### Signal wires on met2, run 1

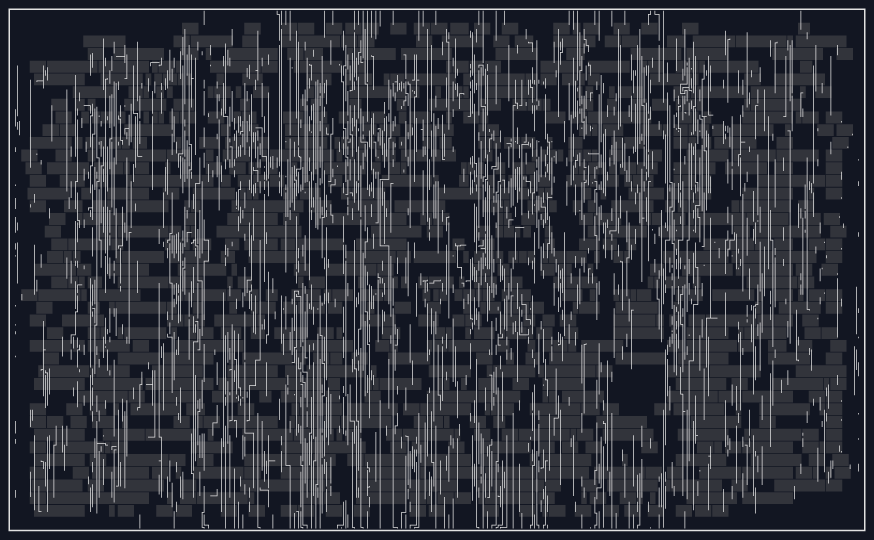
### Placement view, run 1

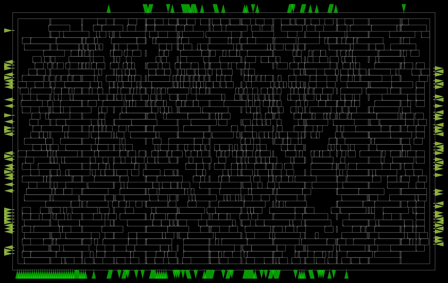
### Gate-type map, run 1

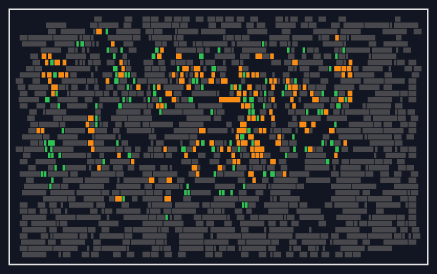
File: src/rtl/instruction_fetch.sv
// Instruction fetch stage: owns the PC, issues req/ack ROM fetches and buffers
// fetched words in a first-word-fall-through FIFO presented to the control stage.
module instruction_fetch #(
  parameter int unsigned       ADDR_W   = 32,
  parameter int unsigned       INSTR_W  = 32,
  parameter logic [ADDR_W-1:0] RESET_PC = '0,
  parameter int unsigned       DEPTH    = 2
) (
  input  logic               clk,
  input  logic               rst,
  output logic [ADDR_W-1:0]  rom_addr,
  output logic               rom_req,
  input  logic               rom_ack,
  input  logic [INSTR_W-1:0] rom_data,
  output logic [INSTR_W-1:0] instr,
  output logic [ADDR_W-1:0]  instr_pc,
  output logic               instr_valid,
  input  logic               instr_ready,
  input  logic [1:0]         ps,
  input  logic [63:0]        k
);

  localparam int unsigned PTR_W = $clog2(DEPTH);
  localparam int unsigned CNT_W = PTR_W + 1;

  logic [INSTR_W-1:0] mem_data [DEPTH];
  logic [ADDR_W-1:0]  mem_pc   [DEPTH];

  logic [PTR_W-1:0]  rd_ptr, wr_ptr, rd_ptr_next, wr_ptr_next;
  logic [CNT_W-1:0]  count, count_next;
  logic [ADDR_W-1:0] fetch_pc, fetch_pc_next, rom_addr_next, target, k_low;
  logic              rom_req_next, discard, discard_next;
  logic              consume, pop, flush, ack, push, pending;
  logic              unused_k;

  assign k_low    = k[ADDR_W-1:0];
  assign unused_k = ^k;

  assign instr_valid = (count != '0);
  assign instr       = instr_valid ? mem_data[rd_ptr] : '0;
  assign instr_pc    = instr_valid ? mem_pc[rd_ptr]   : '0;

  assign consume = instr_valid && instr_ready;
  assign pop     = consume && (ps != 2'b00);
  assign flush   = consume && ps[1];
  assign target  = ps[0] ? k_low : instr_pc + (k_low << 2);
  assign ack     = rom_req && rom_ack;
  // A redirect drops the word arriving in the same cycle, and a word that was
  // requested before a redirect is dropped when it eventually returns.
  assign push    = ack && !discard && !flush;
  assign pending = rom_req && !rom_ack;

  always_comb begin
    count_next    = count;
    rd_ptr_next   = rd_ptr;
    wr_ptr_next   = wr_ptr;
    fetch_pc_next = fetch_pc;
    discard_next  = discard;
    rom_req_next  = 1'b0;
    rom_addr_next = rom_addr;

    if (flush) begin
      count_next  = '0;
      rd_ptr_next = '0;
      wr_ptr_next = '0;
    end else begin
      if (push) wr_ptr_next = wr_ptr + PTR_W'(1);
      if (pop)  rd_ptr_next = rd_ptr + PTR_W'(1);
      if (push && !pop)      count_next = count + CNT_W'(1);
      else if (pop && !push) count_next = count - CNT_W'(1);
    end

    if (flush)                fetch_pc_next = target;
    else if (ack && !discard) fetch_pc_next = fetch_pc + ADDR_W'(4);

    if (flush && pending) discard_next = 1'b1;
    else if (ack)         discard_next = 1'b0;

    // An outstanding request is frozen; otherwise launch only if the word it
    // returns is guaranteed a FIFO slot.
    if (pending) begin
      rom_req_next  = 1'b1;
      rom_addr_next = rom_addr;
    end else begin
      rom_req_next  = (count_next < CNT_W'(DEPTH));
      rom_addr_next = fetch_pc_next;
    end
  end

  always_ff @(posedge clk or negedge rst) begin
    if (!rst) begin
      count    <= '0;
      rd_ptr   <= '0;
      wr_ptr   <= '0;
      fetch_pc <= RESET_PC;
      rom_addr <= RESET_PC;
      rom_req  <= 1'b0;
      discard  <= 1'b0;
    end else begin
      count    <= count_next;
      rd_ptr   <= rd_ptr_next;
      wr_ptr   <= wr_ptr_next;
      fetch_pc <= fetch_pc_next;
      rom_addr <= rom_addr_next;
      rom_req  <= rom_req_next;
      discard  <= discard_next;
    end
  end

  always_ff @(posedge clk) begin
    if (push) begin
      mem_data[wr_ptr] <= rom_data;
      mem_pc[wr_ptr]   <= fetch_pc;
    end
  end

endmodule

File: config.mk
export PLATFORM = sky130hd
export DESIGN_NAME = instruction_fetch
export DESIGN_NICKNAME = d
export VERILOG_FILES = /design/src/rtl/instruction_fetch.sv
export SDC_FILE = /design/constraint.sdc
export NUM_CORES = 1
export LEC_CHECK = 0
export CAP_MARGIN = 15
export CORE_ASPECT_RATIO = 0.6
export CORE_MARGIN = 2
export CORE_UTILIZATION = 52
export DETAILED_ROUTE_END_ITERATION = 6
export PLACE_DENSITY_LB_ADDON = 0.05
export SLEW_MARGIN = 20
export SYNTH_ARGS = -nofsm -noshare
export SYNTH_HDL_FRONTEND = slang
export SYNTH_SLANG_ARGS = --single-unit
File: constraint.sdc
create_clock -name clk -period 5.25 [get_ports clk]
set_input_delay 0.525 -clock clk [delete_from_list [all_inputs] [get_ports clk]]
set_output_delay 0.525 -clock clk [all_outputs]
set_load 0.005 [all_outputs]
==> Slide: Implementation Results, run 1 <==
Synthesis and Place & Route Summary

Outcome
  • Run status: completed

Finish
  • Filler instances: between 1.5k and 2k
  • Most numerous logic cells after layout: sky130_fd_sc_hd__clkdlybuf4s50_1 (165), sky130_fd_sc_hd__edfxtp_1 (128), sky130_fd_sc_hd__nor2_1 (112)
  • Fraction of the core area covered by cells at the end of the flow: approximately two thirds
  • Area used by sequential logic in the layout: around 5600 sq um

Logic synthesis
  • Flops out of synthesis: around 200
  • Top-area cell type share of the netlist area: roughly two fifths
  • Mux cell area share after synthesis: under 10%
  • Share of the synthesized netlist area taken by xor and xnor gates: under 10%
  • Number of nets in the synthesized netlist: about 1k
  • Fraction of the mapped netlist area in simple logic gates: 12.4%
  • Count of different cell masters after synthesis: 66
  • Post-synth top flop: sky130_fd_sc_hd__edfxtp_1
  • Mapped cell area: 10,000 sq um
  • Mean instance size in the synthesized netlist: 11.3 sq um
  • Yosys top cell by instances: sky130_fd_sc_hd__edfxtp_1
  • Chip area line of the yosys report: between 10,000 and 15,000 sq um
  • Yosys stat cell total: 882
  • Cell type with the highest aggregate area in the netlist: sky130_fd_sc_hd__edfxtp_1
  • Share of flip-flops with an asynchronous set or reset after synthesis: around 35%

Worst setup path
  • Beginning of the critical path: rd_ptr
  • Endpoint of the worst register-to-register path: rom_addr[26]
  • R2R depth: 12
  • CP Class: flop to flop
  • Worst-path maximum fanout: around 42
  • Kind of start point of the critical path: flop
  • Worst path arrival time: about 4.4 ns
  • Worst setup path endpoint: rom_addr[26]
  • Minimum setup slack among reg-to-reg paths: between 1 and 1.5 ns
  • WP data required: roughly 5.6 ns
  • Element type at the critical path end: flop
  • Ordered cell list for the critical path: mux2i_1 -> nor2_1 -> ha_1 -> fa_1 -> a21oi_1 -> o22ai_1 -> o211ai_2 -> nand2_2 -> a311oi_4 -> xnor2_1 -> o311a_1 -> mux2_4
  • Critical path's top delay family: AND-OR/OR-AND gates

CTS
  • Clock tree root driver cell: sky130_fd_sc_hd__clkbuf_16
  • Clock slew at the register clock pins of the worst setup and hold paths: 0.07 ns
  • CTS H-Tree Depth: 4
  • CTS tree: yes
  • Longest Clk Path Bufs: 2
  • Post-CTS Hold Fix Bufs: 0
  • Clock buffer count from CTS: 17
  • Num Clock Sinks: around 200
  • Post-CTS setup buffer count: 0

STA
  • Setup-violating endpoint count in the final report: 0
  • Transition time of the tightest slew-check pin: 0.996 ns
  • Final hold violations: 0
  • Post-layout period usage of the worst path: around 78%
  • Summed negative setup slack over all endpoints: 0 ns
  • Highest clock rate: ~0.25 GHz
  • Largest clock skew in the final design: ~0.011 ns
  • Worst Hold Slack: 0.234 ns
  • Fin. max-slew vios: 0

Placed design
  • Post-place setup slack: around 1.3 ns
  • DP Cell Count: around 1.3k
  • Post-Place Cell Area: 12,000 sq um
  • Final weighted congestion in routability-driven placement: ~0.9

Flow run
  • Warning total across the stage logs: about 58
  • Maxcap violations: 0

Power and ir drop
  • Switching fraction of total power: approximately two fifths
  • Worst IR Drop VDD: around 0.29 mV
  • Part of the power in the clock network: roughly 16%
  • Flop pwr share: 34.5%
  • Leakage component of the power: between 4 and 5 nW
  • Clk pwr: around 1.2 mW
  • Top power consumer group: combinational logic
  • Combinational Power Share: 50.0%
  • P_sw: a little under 3 mW

Hold path
  • Hold crit path type: primary input to async pin

Floorplan
  • Count of standard-cell rows: 39
  • Core Density at Floorplan: 52.8%
  • Io pins: ~200
  • Full die area: 20,400 sq um
  • Core Footprint: between 15,000 and 20,000 sq um
  • Floorplan die height: roughly 110 um

GRT
  • Wire length of the first global-routing pass: about 40 mm
  • Via count of the first global-routing pass: around 7k
  • GRT Resource Usage Total: between 20% and 30%

Routing
  • Number of search-and-repair iterations in the first detailed-routing pass: 5
  • Drt drc: 0
  • Count of routing violations after the opening detailed-route iteration: approximately 710
-- 'Signal wires on met2' (at the start) --
The longest straight run is 46.9 um. The wires run mostly vertical. The layer carries 10,300 um of wire. The layer holds 40% of the routed length.
vias after detailed routing: 7,454
global-route track usage on met2: 34.7%
final WL: 25.6 mm

-- 'Placement view' (at the start) --
well-tap cell count: 246
number of flip-flops and latches: 198

-- 'Gate-type map' (at the start) --
Green shows NAND gates, cells 118, most used nand2_1. Orange shows inverting AOI/OAI gates, cells 138, most used a21oi_1.
final non-filler cell total: 1,299
most frequent logic cell in the layout: sky130_fd_sc_hd__clkdlybuf4s50_1
logic gate fraction of the total cell area: 33.6%

[run 1: sequential cells by signal, indices dropped and copies added, names as in the netlist]
name,cells
rd_ptr,1
fetch_pc,32
rom_addr,32
wr_ptr,1
mem_data,64
mem_pc,64
rom_req,1
count,2
discard,1
[run 1: final cells by class]
class / instances / area share [%]
repair buffers: 180 / 14.3
well taps: 246 / 2.47
clock inverters: 9 / 0.421
clock buffers: 23 / 3.75
flip-flops and latches: 198 / 44.9
inverters: 17 / 0.511
multi-input cells: 626 / 33.6
[run 1: metal layers]
metal | up-vias | part of all wire (%) | track usage (%)
met1 | 3587 | 50 | 41.0
met4 | 0 | 1.4 | 7.31
li1 | 3559 | - | -
met3 | 24 | 8.1 | 7.23
met5 | - | 0 | 0
met2 | 284 | 40 | 34.7
==> run 2: changes to the inputs <==
--- a/config.mk
+++ b/config.mk
@@ -8,7 +8,7 @@
 export CAP_MARGIN = 15
 export CORE_ASPECT_RATIO = 0.6
 export CORE_MARGIN = 2
-export CORE_UTILIZATION = 52
+export CORE_UTILIZATION = 47
 export DETAILED_ROUTE_END_ITERATION = 6
 export PLACE_DENSITY_LB_ADDON = 0.05
 export SLEW_MARGIN = 20
==> constraint.sdc (replaced) <==
create_clock -name clk -period 3.6 [get_ports clk]
set_input_delay 0.36 -clock clk [delete_from_list [all_inputs] [get_ports clk]]
set_output_delay 0.36 -clock clk [all_outputs]
set_load 0.005 [all_outputs]
==> Slide: Implementation Results, run 2 <==
Synthesis and Place & Route Summary

Logic synthesis
  • Post-synth top flop: sky130_fd_sc_hd__edfxtp_1
  • Ys Warns: 0
  • Number of cells produced by synthesis: between 800 and 900
  • Number of nets in the synthesized netlist: 1,016 (unchanged)
  • Leading cell types by count after synthesis: sky130_fd_sc_hd__edfxtp_1 (128), sky130_fd_sc_hd__nor2_1 (113), sky130_fd_sc_hd__nand2_1 (87), sky130_fd_sc_hd__mux2i_1 (79), sky130_fd_sc_hd__dfrtp_1 (70)
  • Yosys top cell by instances: sky130_fd_sc_hd__edfxtp_1
  • Chip area line of the yosys report: 10,000 sq um (unchanged)
  • Cell type with the highest aggregate area in the netlist: sky130_fd_sc_hd__edfxtp_1
  • Biggest area cells: sky130_fd_sc_hd__edfxtp_1 (38%), sky130_fd_sc_hd__dfrtp_1 (18%), sky130_fd_sc_hd__mux2i_1 (7.9%)
  • Top-area cell type share of the netlist area: 38.4% (unchanged)
  • Mapped cell area: 10,000 sq um (unchanged)
  • Sequential share of the synthesized area: roughly 56%
  • Mean instance size in the synthesized netlist: 11.3 sq um (unchanged)
  • Count of different cell masters after synthesis: 66 (unchanged)
  • Post-synth EDFFs: around 130
  • Flops out of synthesis: 198 (unchanged)
  • Share of flip-flops with an asynchronous set or reset after synthesis: 35.4% (unchanged)
  • Yosys stat cell total: 882 (unchanged)

CTS
  • Post-CTS Hold Fix Bufs: 1 (+1)
  • Clock tree root driver cell: sky130_fd_sc_hd__clkbuf_16
  • CTS H-Tree Depth: 4 (unchanged)
  • Clock buffer count from CTS: 17 (unchanged)
  • Clock slew at the register clock pins of the worst setup and hold paths: 0.07 ns (about the same)
  • Longest Clk Path Bufs: 2 (unchanged)
  • CTS tree: yes
  • Num Clock Sinks: 198 (unchanged)
  • Post-CTS setup buffer count: 0 (unchanged)

Routing
  • Post-detailed-route via-to-cell ratio: between 5 and 6
  • Count of routing violations after the opening detailed-route iteration: 707 (+0.28%)
  • Number of search-and-repair iterations in the first detailed-routing pass: 5 (unchanged)
  • Post-detailed-route count of antenna-violating nets: 0
  • Vias after detailed routing: 7,621 (+2.2%)
  • Drt drc: 0 (unchanged)
  • Final WL: 26.9 mm (+5.0%)
  • Final routed wire length divided by cell count: 19.6 um

STA
  • Summed negative setup slack over all endpoints: 0 ns (unchanged)
  • Transition time of the tightest slew-check pin: 0.692 ns (-0.304 ns)
  • Post-layout min period: roughly 3.4 ns
  • Unrepaired setup endpoints after global routing: true
  • Worst setup margin: approximately 0.17 ns
  • Highest clock rate: 0.291 GHz (+19%)
  • Worst slew margin relative to its limit: 53.8%
  • Worst Hold Slack: 0.467 ns (+0.233 ns)
  • Fin. max-slew vios: 0 (unchanged)
  • Post-layout period usage of the worst path: 95.3% (+18 points)
  • Setup-violating endpoint count in the final report: 0 (unchanged)
  • Final hold violations: 0 (unchanged)

Placed design
  • Half-perimeter wire length after detailed placement: ~19 mm
  • DP Cell Count: 1,332 (+5.1%)
  • Number of port buffers: 167
  • Post-Place Cell Area: 12,300 sq um (+2.7%)
  • Post-place setup slack: 0.0816 ns (-1.17 ns)
  • Final weighted congestion in routability-driven placement: 0.922 (-0.15%)

GRT
  • GRT Resource Usage Total: 24.5% (-1.4 points)
  • Antenna violations before repair: 0
  • Pin count of the biggest net entering global routing: ~65
  • Via count of the first global-routing pass: 7,199 (+2.5%)
  • Gr ovfl total: 0
  • Wire length of the first global-routing pass: 40.8 mm (+1.8%)

Worst setup path
  • Start of the worst register-to-register path: rd_ptr
  • WP data required: 3.91 ns (-1.67 ns)
  • Worst setup path endpoint: fetch_pc[27]
  • Worst path arrival time: 3.75 ns (-0.65 ns)
  • Max stage delay cell, worst path: sky130_fd_sc_hd__dfrtp_4
  • Ordered cell list for the critical path: buf_12 -> mux2i_1 -> nor2_1 -> ha_1 -> buf_4 -> a21oi_1 -> o21ai_0 -> a21o_1 -> a31oi_1 -> nand2_1 -> a31oi_1 -> mux2i_1 -> a22oi_1
  • WP depth: 13
  • Element type at the critical path end: flop
  • Critical path's top delay family: AND-OR/OR-AND gates
  • Beginning of the critical path: rd_ptr
  • Endpoint of the worst register-to-register path: fetch_pc[27]
  • Buf+Inv Stages, Crit Path: 2
  • Worst-path maximum fanout: 14 (-67%)
  • CP Class: flop to flop
  • Kind of start point of the critical path: flop
  • Minimum setup slack among reg-to-reg paths: 0.17 ns (-1.01 ns)
  • Stage delay of the slowest cell on the critical path: 0.55 ns
  • R2R depth: 13 (+1)

Floorplan
  • Chip Width: ~190 um
  • Full die area: 22,500 sq um (+10%)
  • Core Density at Floorplan: 47.8% (-5.0 points)
  • Floorplan die height: 117 um (+5.0%)
  • Io pins: 200 (unchanged)

Flow run
  • Maxcap violations: 0 (unchanged)
  • Warning total across the stage logs: 59 (+1.7%)

Power and ir drop
  • Power dissipated in sequential cells: around 3.7 mW
  • Worst IR Drop VDD: 0.438 mV (+53%)
  • Flop pwr share: 31.8% (-2.7 points)
  • Combinational logic power: a little over 6 mW
  • Switching fraction of total power: 37.8% (-0.28 points)
  • P_sw: 4.44 mW (+53%)
  • Internal: approximately 7.3 mW
  • Top power consumer group: combinational logic
  • Power after layout: 11.7 mW
  • Leakage component of the power: 5.02 nW (+4.6%)
  • Total power density per cell area: ~910 nW/um^2
  • Combinational Power Share: 51.6% (+1.6 points)

Finish
  • Most frequent logic cell in the layout: sky130_fd_sc_hd__clkdlybuf4s50_1
  • Proportion of layout cells with a drive suffix above 1: between 10% and 20%
  • Top Registers: mem_data (64), mem_pc (64)
  • Final Net Count: 1,209
  • Most numerous logic cells after layout: sky130_fd_sc_hd__clkdlybuf4s50_1 (165), sky130_fd_sc_hd__edfxtp_1 (128), sky130_fd_sc_hd__nor2_1 (110)
  • Area added between synthesis and finish: 29.4%
  • Final antenna diode count: 0
  • Final non-filler cell total: 1,367 (+5.2%)

Hold path
  • Hold crit path type: primary input to async pin

Outcome
  • Run status: completed
[run 2: kinds of logic (layout without fill, tap and decap cells)]
kind of cell	Yosys count	after routing	share of synthesized area, %
AND/OR/NAND/NOR	280	280	12.4
multiplexers	94	94	9.63
adder cells (fa/ha/maj)	32	32	4.08
XOR/XNOR	49	49	4.29
flip-flops	198	198	55.9
AND-OR/OR-AND	171	171	11.4
buffers and inverters	58	264	2.24
[run 2: area by class of cell]
type,instances,area [sq um]
clock inverters,13,149
repair buffers,215,2100
fillers,1732,7980
multi-input cells,626,4240
inverters,17,63.8
flip-flops and latches,198,5600
well taps,279,349
clock buffers,19,453
[run 2: layer usage]
metal  share of wire [%]  global-route usage [%]  routed length, um
met5                   0                       0                  0
met2                  41                    34.2              10900
met3                 7.6                    6.86               2030
met1                  51                    38.0              13700
met4                0.82                    4.99                219
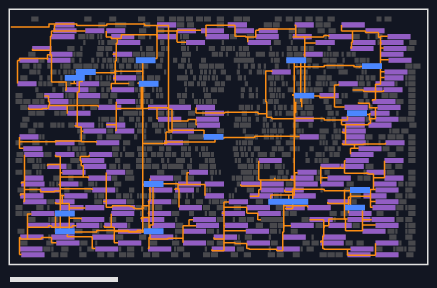
*Clock distribution, run 2*
Scale bar: 50 um.
Orange shows clock wires, length 2,410 um. Blue shows clock drivers, count 17. Purple shows flip-flops, count 198.
Position of the flops: widely spread.
part of the power in the clock network: 16.6%
largest clock skew in the final design: 0.0102 ns
clk pwr: 1.95 mW
source-to-sink clock delay at the later pin of the worst-skew pair: 0.45 ns

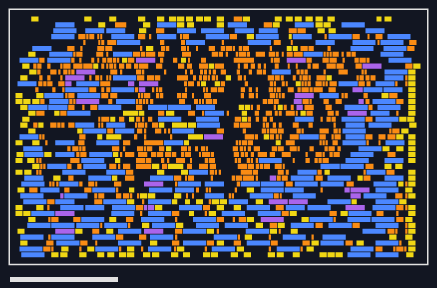
*Cell classes on the final placement, run 2*
Scale bar: 50 um.
Blue shows flops, cells 198, share of their area 44%. Purple shows clock drivers and dummy loads, cells 32, share of their area 4.8%. Yellow shows other buffers and delay cells, cells 215, share of their area 17%. Orange shows combinational and other logic, cells 643, share of their area 34%.
fraction of the core area covered by cells at the end of the flow: 61.9%
count of standard-cell rows: 41
cell area after layout: 12,900 sq um
Core Footprint: 20,900 sq um

==> run 3: changes to the inputs <==
--- a/config.mk
+++ b/config.mk
@@ -10,6 +10,7 @@
 export CORE_MARGIN = 2
 export CORE_UTILIZATION = 47
 export DETAILED_ROUTE_END_ITERATION = 6
+export GPL_ROUTABILITY_DRIVEN = 0
 export PLACE_DENSITY_LB_ADDON = 0.05
 export SLEW_MARGIN = 20
 export SYNTH_ARGS = -nofsm -noshare
==> Slide: Implementation Results, run 3 <==
Synthesis and Place & Route Summary

Outcome
  • Run status: completed

Logic synthesis
  • Chip area line of the yosys report: 10,000 sq um (unchanged)
  • Leading cell types by count after synthesis: sky130_fd_sc_hd__edfxtp_1 (128), sky130_fd_sc_hd__nor2_1 (113), sky130_fd_sc_hd__nand2_1 (87), sky130_fd_sc_hd__mux2i_1 (79), sky130_fd_sc_hd__dfrtp_1 (70)
  • Mapped cell area: 10,000 sq um (unchanged)
  • Cell type with the highest aggregate area in the netlist: sky130_fd_sc_hd__edfxtp_1
  • Top-area cell type share of the netlist area: 38.4% (unchanged)
  • Mean instance size in the synthesized netlist: 11.3 sq um (unchanged)
  • Post-synth EDFFs: 128 (unchanged)
  • Number of cells produced by synthesis: 882 (unchanged)
  • Post-synth top flop: sky130_fd_sc_hd__edfxtp_1
  • Count of different cell masters after synthesis: 66 (unchanged)
  • Yosys top cell by instances: sky130_fd_sc_hd__edfxtp_1
  • Dominant non-sequential cell family after synthesis: simple AND/OR/NAND/NOR gates
  • Flops out of synthesis: 198 (unchanged)
  • Number of nets in the synthesized netlist: 1,016 (unchanged)
  • Share of the synthesized netlist area taken by xor and xnor gates: 4.29% (unchanged)
  • Yosys adder share: 4.08% (unchanged)
  • Sequential share of the synthesized area: 55.9% (unchanged)
  • Fraction of the mapped netlist area in simple logic gates: 12.4% (unchanged)
  • Biggest area cells: sky130_fd_sc_hd__edfxtp_1 (38%), sky130_fd_sc_hd__dfrtp_1 (18%), sky130_fd_sc_hd__mux2i_1 (7.9%)
  • Fraction of the mapped netlist area in compound gates: 11.4% (unchanged)
  • Ys Warns: 0 (unchanged)
  • Share of flip-flops with an asynchronous set or reset after synthesis: 35.4% (unchanged)

Routing
  • Post-detailed-route via-to-cell ratio: 5.55 (-0.45%)
  • Drt drc: 0 (unchanged)
  • Number of search-and-repair iterations in the first detailed-routing pass: 5 (unchanged)
  • DRT met1 WL: 13.7 mm (-0.34%)
  • Final WL: 26.6 mm (-1.1%)
  • Top routing layer in use: met4
  • Post-detailed-route count of antenna-violating nets: 0 (unchanged)
  • Vias after detailed routing: 7,570 (-0.67%)
  • Wire length on met2: 10.7 mm (-2.0%)
  • Final routed wire length divided by cell count: 19.5 um (-0.91%)
  • Wire length on met3: 1.98 mm (-2.8%)

Flow run
  • Maxcap violations: 0 (unchanged)

STA
  • Worst setup margin: 0.166 ns (-0.000978 ns)
  • Post-layout min period: 3.43 ns (+0.000978 ns)
  • Worst Hold Slack: 0.0745 ns (-0.392 ns)
  • Final hold violations: 0 (unchanged)
  • Unrepaired setup endpoints after global routing: false
  • Worst slew margin relative to its limit: 34.9% (-19 points)
  • Summed negative setup slack over all endpoints: 0 ns (unchanged)
  • Post-layout period usage of the worst path: 95.4% (about the same)
  • Highest clock rate: 0.291 GHz (about the same)
  • Setup-violating endpoint count in the final report: 0 (unchanged)
  • Fin. max-slew vios: 0 (unchanged)

Power and ir drop
  • Combinational Power Share: 50.9% (-0.7 points)
  • Power after layout: 11.8 mW (+0.87%)
  • Worst IR Drop VDD: 0.414 mV (-5.4%)
  • Flop pwr share: 31.5% (-0.3 points)
  • Leakage component of the power: 5.02 nW (+0.15%)
  • P_sw: 4.42 mW (-0.40%)
  • Total power density per cell area: 912 nW/um^2 (+0.72%)
  • Switching fraction of total power: 37.4% (-0.48 points)
  • Internal: 7.41 mW (+1.6%)

Finish
  • Biggest area consumer among cell classes: registers
  • Final antenna diode count: 1 (+1)
  • Clk tree area frac: 5.01% (+0.36 points)
  • Top Registers: mem_data (64), mem_pc (64)
  • Number of flip-flops and latches: 198 (unchanged)
  • Multi-input gates: 626 (unchanged)
  • Number of buffers other than clock buffers in the final layout: 211 (-1.9%)
  • Non-clock inverter count in the final layout: 17 (unchanged)
  • Non-clock buffers, area share: 15.9% (-0.27 points)
  • Final non-filler cell total: 1,364 (-0.22%)
  • Area used by sequential logic in the layout: 5600 sq um (unchanged)
  • Most frequent logic cell in the layout: sky130_fd_sc_hd__clkdlybuf4s50_1
  • Filler instances: 1,742 (+0.58%)
  • Logic gate fraction of the total cell area: 32.7% (-0.037 points)
  • Final Net Count: 1,205 (-0.33%)
  • Most numerous logic cells after layout: sky130_fd_sc_hd__clkdlybuf4s50_1 (165), sky130_fd_sc_hd__edfxtp_1 (128), sky130_fd_sc_hd__nor2_1 (109)
  • Area added between synthesis and finish: 29.6%
  • Proportion of layout cells with a drive suffix above 1: 10.7% (-0.14 points)

GRT
  • Via count of the first global-routing pass: 7,112 (-1.2%)
  • Antenna violations before repair: 0 (unchanged)
  • Met3 usage in global routing: 5.01% (-1.8 points)
  • Global-route track usage on met2: 33.6% (-0.60 points)
  • M1 GR Usage: 38.9% (+0.92 points)
  • GRT Resource Usage Total: 24.3% (-0.20 points)
  • Most used routing layer: met1
  • Gr ovfl total: 0 (unchanged)
  • Pin count of the biggest net entering global routing: 71 (+9.2%)

Worst setup path
  • Kind of start point of the critical path: flop
  • Buf+Inv Stages, Crit Path: 2 (unchanged)
  • CP Class: flop to flop
  • Stage delay of the slowest cell on the critical path: 0.54 ns (about the same)
  • Worst-path maximum fanout: 12 (-2)
  • Element type at the critical path end: flop
  • Minimum setup slack among reg-to-reg paths: 0.17 ns (about the same)
  • Ordered cell list for the critical path: buf_12 -> mux2i_1 -> nor2_2 -> ha_2 -> and3_2 -> nand2_1 -> a2111oi_1 -> buf_4 -> a211o_1 -> o22a_1 -> a311o_1 -> mux2i_1 -> a22oi_1
  • Critical path's top delay family: AND-OR/OR-AND gates
  • WP data required: 3.91 ns (about the same)
  • Max stage delay cell, worst path: sky130_fd_sc_hd__dfrtp_4
  • Worst path arrival time: 3.74 ns (about the same)

CTS
  • Clock tree root driver cell: sky130_fd_sc_hd__clkbuf_16
  • Post-CTS setup buffer count: 0 (unchanged)
  • Num Clock Sinks: 198 (unchanged)
  • CTS H-Tree Depth: 4 (unchanged)
  • Source-to-sink clock delay at the later pin of the worst-skew pair: 0.44 ns (about the same)
  • Longest Clk Path Bufs: 2 (unchanged)
  • Clock buffer count from CTS: 17 (unchanged)
  • Clock slew at the register clock pins of the worst setup and hold paths: 0.08 ns (about the same)
  • CTS tree: yes
  • Post-CTS Hold Fix Bufs: 0 (-1)

Placed design
  • DP Cell Count: 1,329 (-0.23%)
  • Number of port buffers: 167 (unchanged)
  • Post-place setup slack: 0.103 ns (+0.0210 ns)
  • Half-perimeter wire length after detailed placement: 19.2 mm (about the same)
  • Post-Place Cell Area: 12,200 sq um (-0.29%)

Floorplan
  • Core Density at Floorplan: 47.8% (unchanged)
  • Chip Width: 192 um (unchanged)
  • Full die area: 22,500 sq um (unchanged)
  • Io pins: 200 (unchanged)
  • Floorplan die height: 117 um (unchanged)
  • Core Footprint: 20,900 sq um (unchanged)
  • Count of standard-cell rows: 41 (unchanged)
run 3: power by group through the flow:
stage / logic [mW] / clock network, mW / registers (mW)
2_1_floorplan: 3.31 / 0 / 3.67
6_report: 6.02 / 2.08 / 3.73
4_1_cts: 5.89 / 2.11 / 3.73
5_1_grt: 6.58 / 2.20 / 3.81
3_3_place_gp: 5.81 / 0 / 3.75
3_5_place_dp: 5.85 / 0 / 3.77
run 3: worst paths after layout:
check	from	endpoint	cells past startpoint
min in group clk	rom_addr[6]	rom_addr[6]	2
min reg2reg	rom_addr[6]	rom_addr[6]	2
max reg2reg	rd_ptr	fetch_pc[29]	13
min	rst	fetch_pc[16]	1
max in group asynchronous	rst	rd_ptr	1
max	rd_ptr	fetch_pc[29]	13
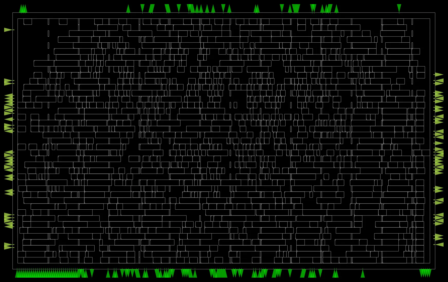
*Placement view, run 3*
well-tap cell count: 279
share of the final layout cell area in sequential cells: 43.2%

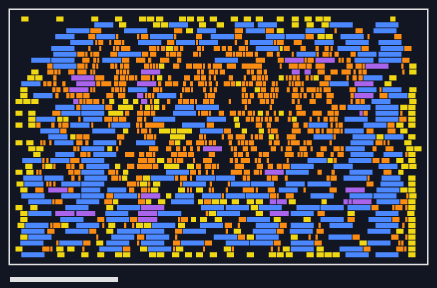
*Cell classes on the final placement, run 3*
Scale bar: 50 um.
Blue shows flops, cells 198, share of their area 44%. Yellow shows other buffers and delay cells, cells 211, share of their area 16%. Orange shows combinational and other logic, cells 643, share of their area 34%. Purple shows clock drivers and dummy loads, cells 32, share of their area 5.1%.
cell area after layout: 13,000 sq um
fraction of the core area covered by cells at the end of the flow: 62.0%

Power is estimated from default activity; no workload was simulated.
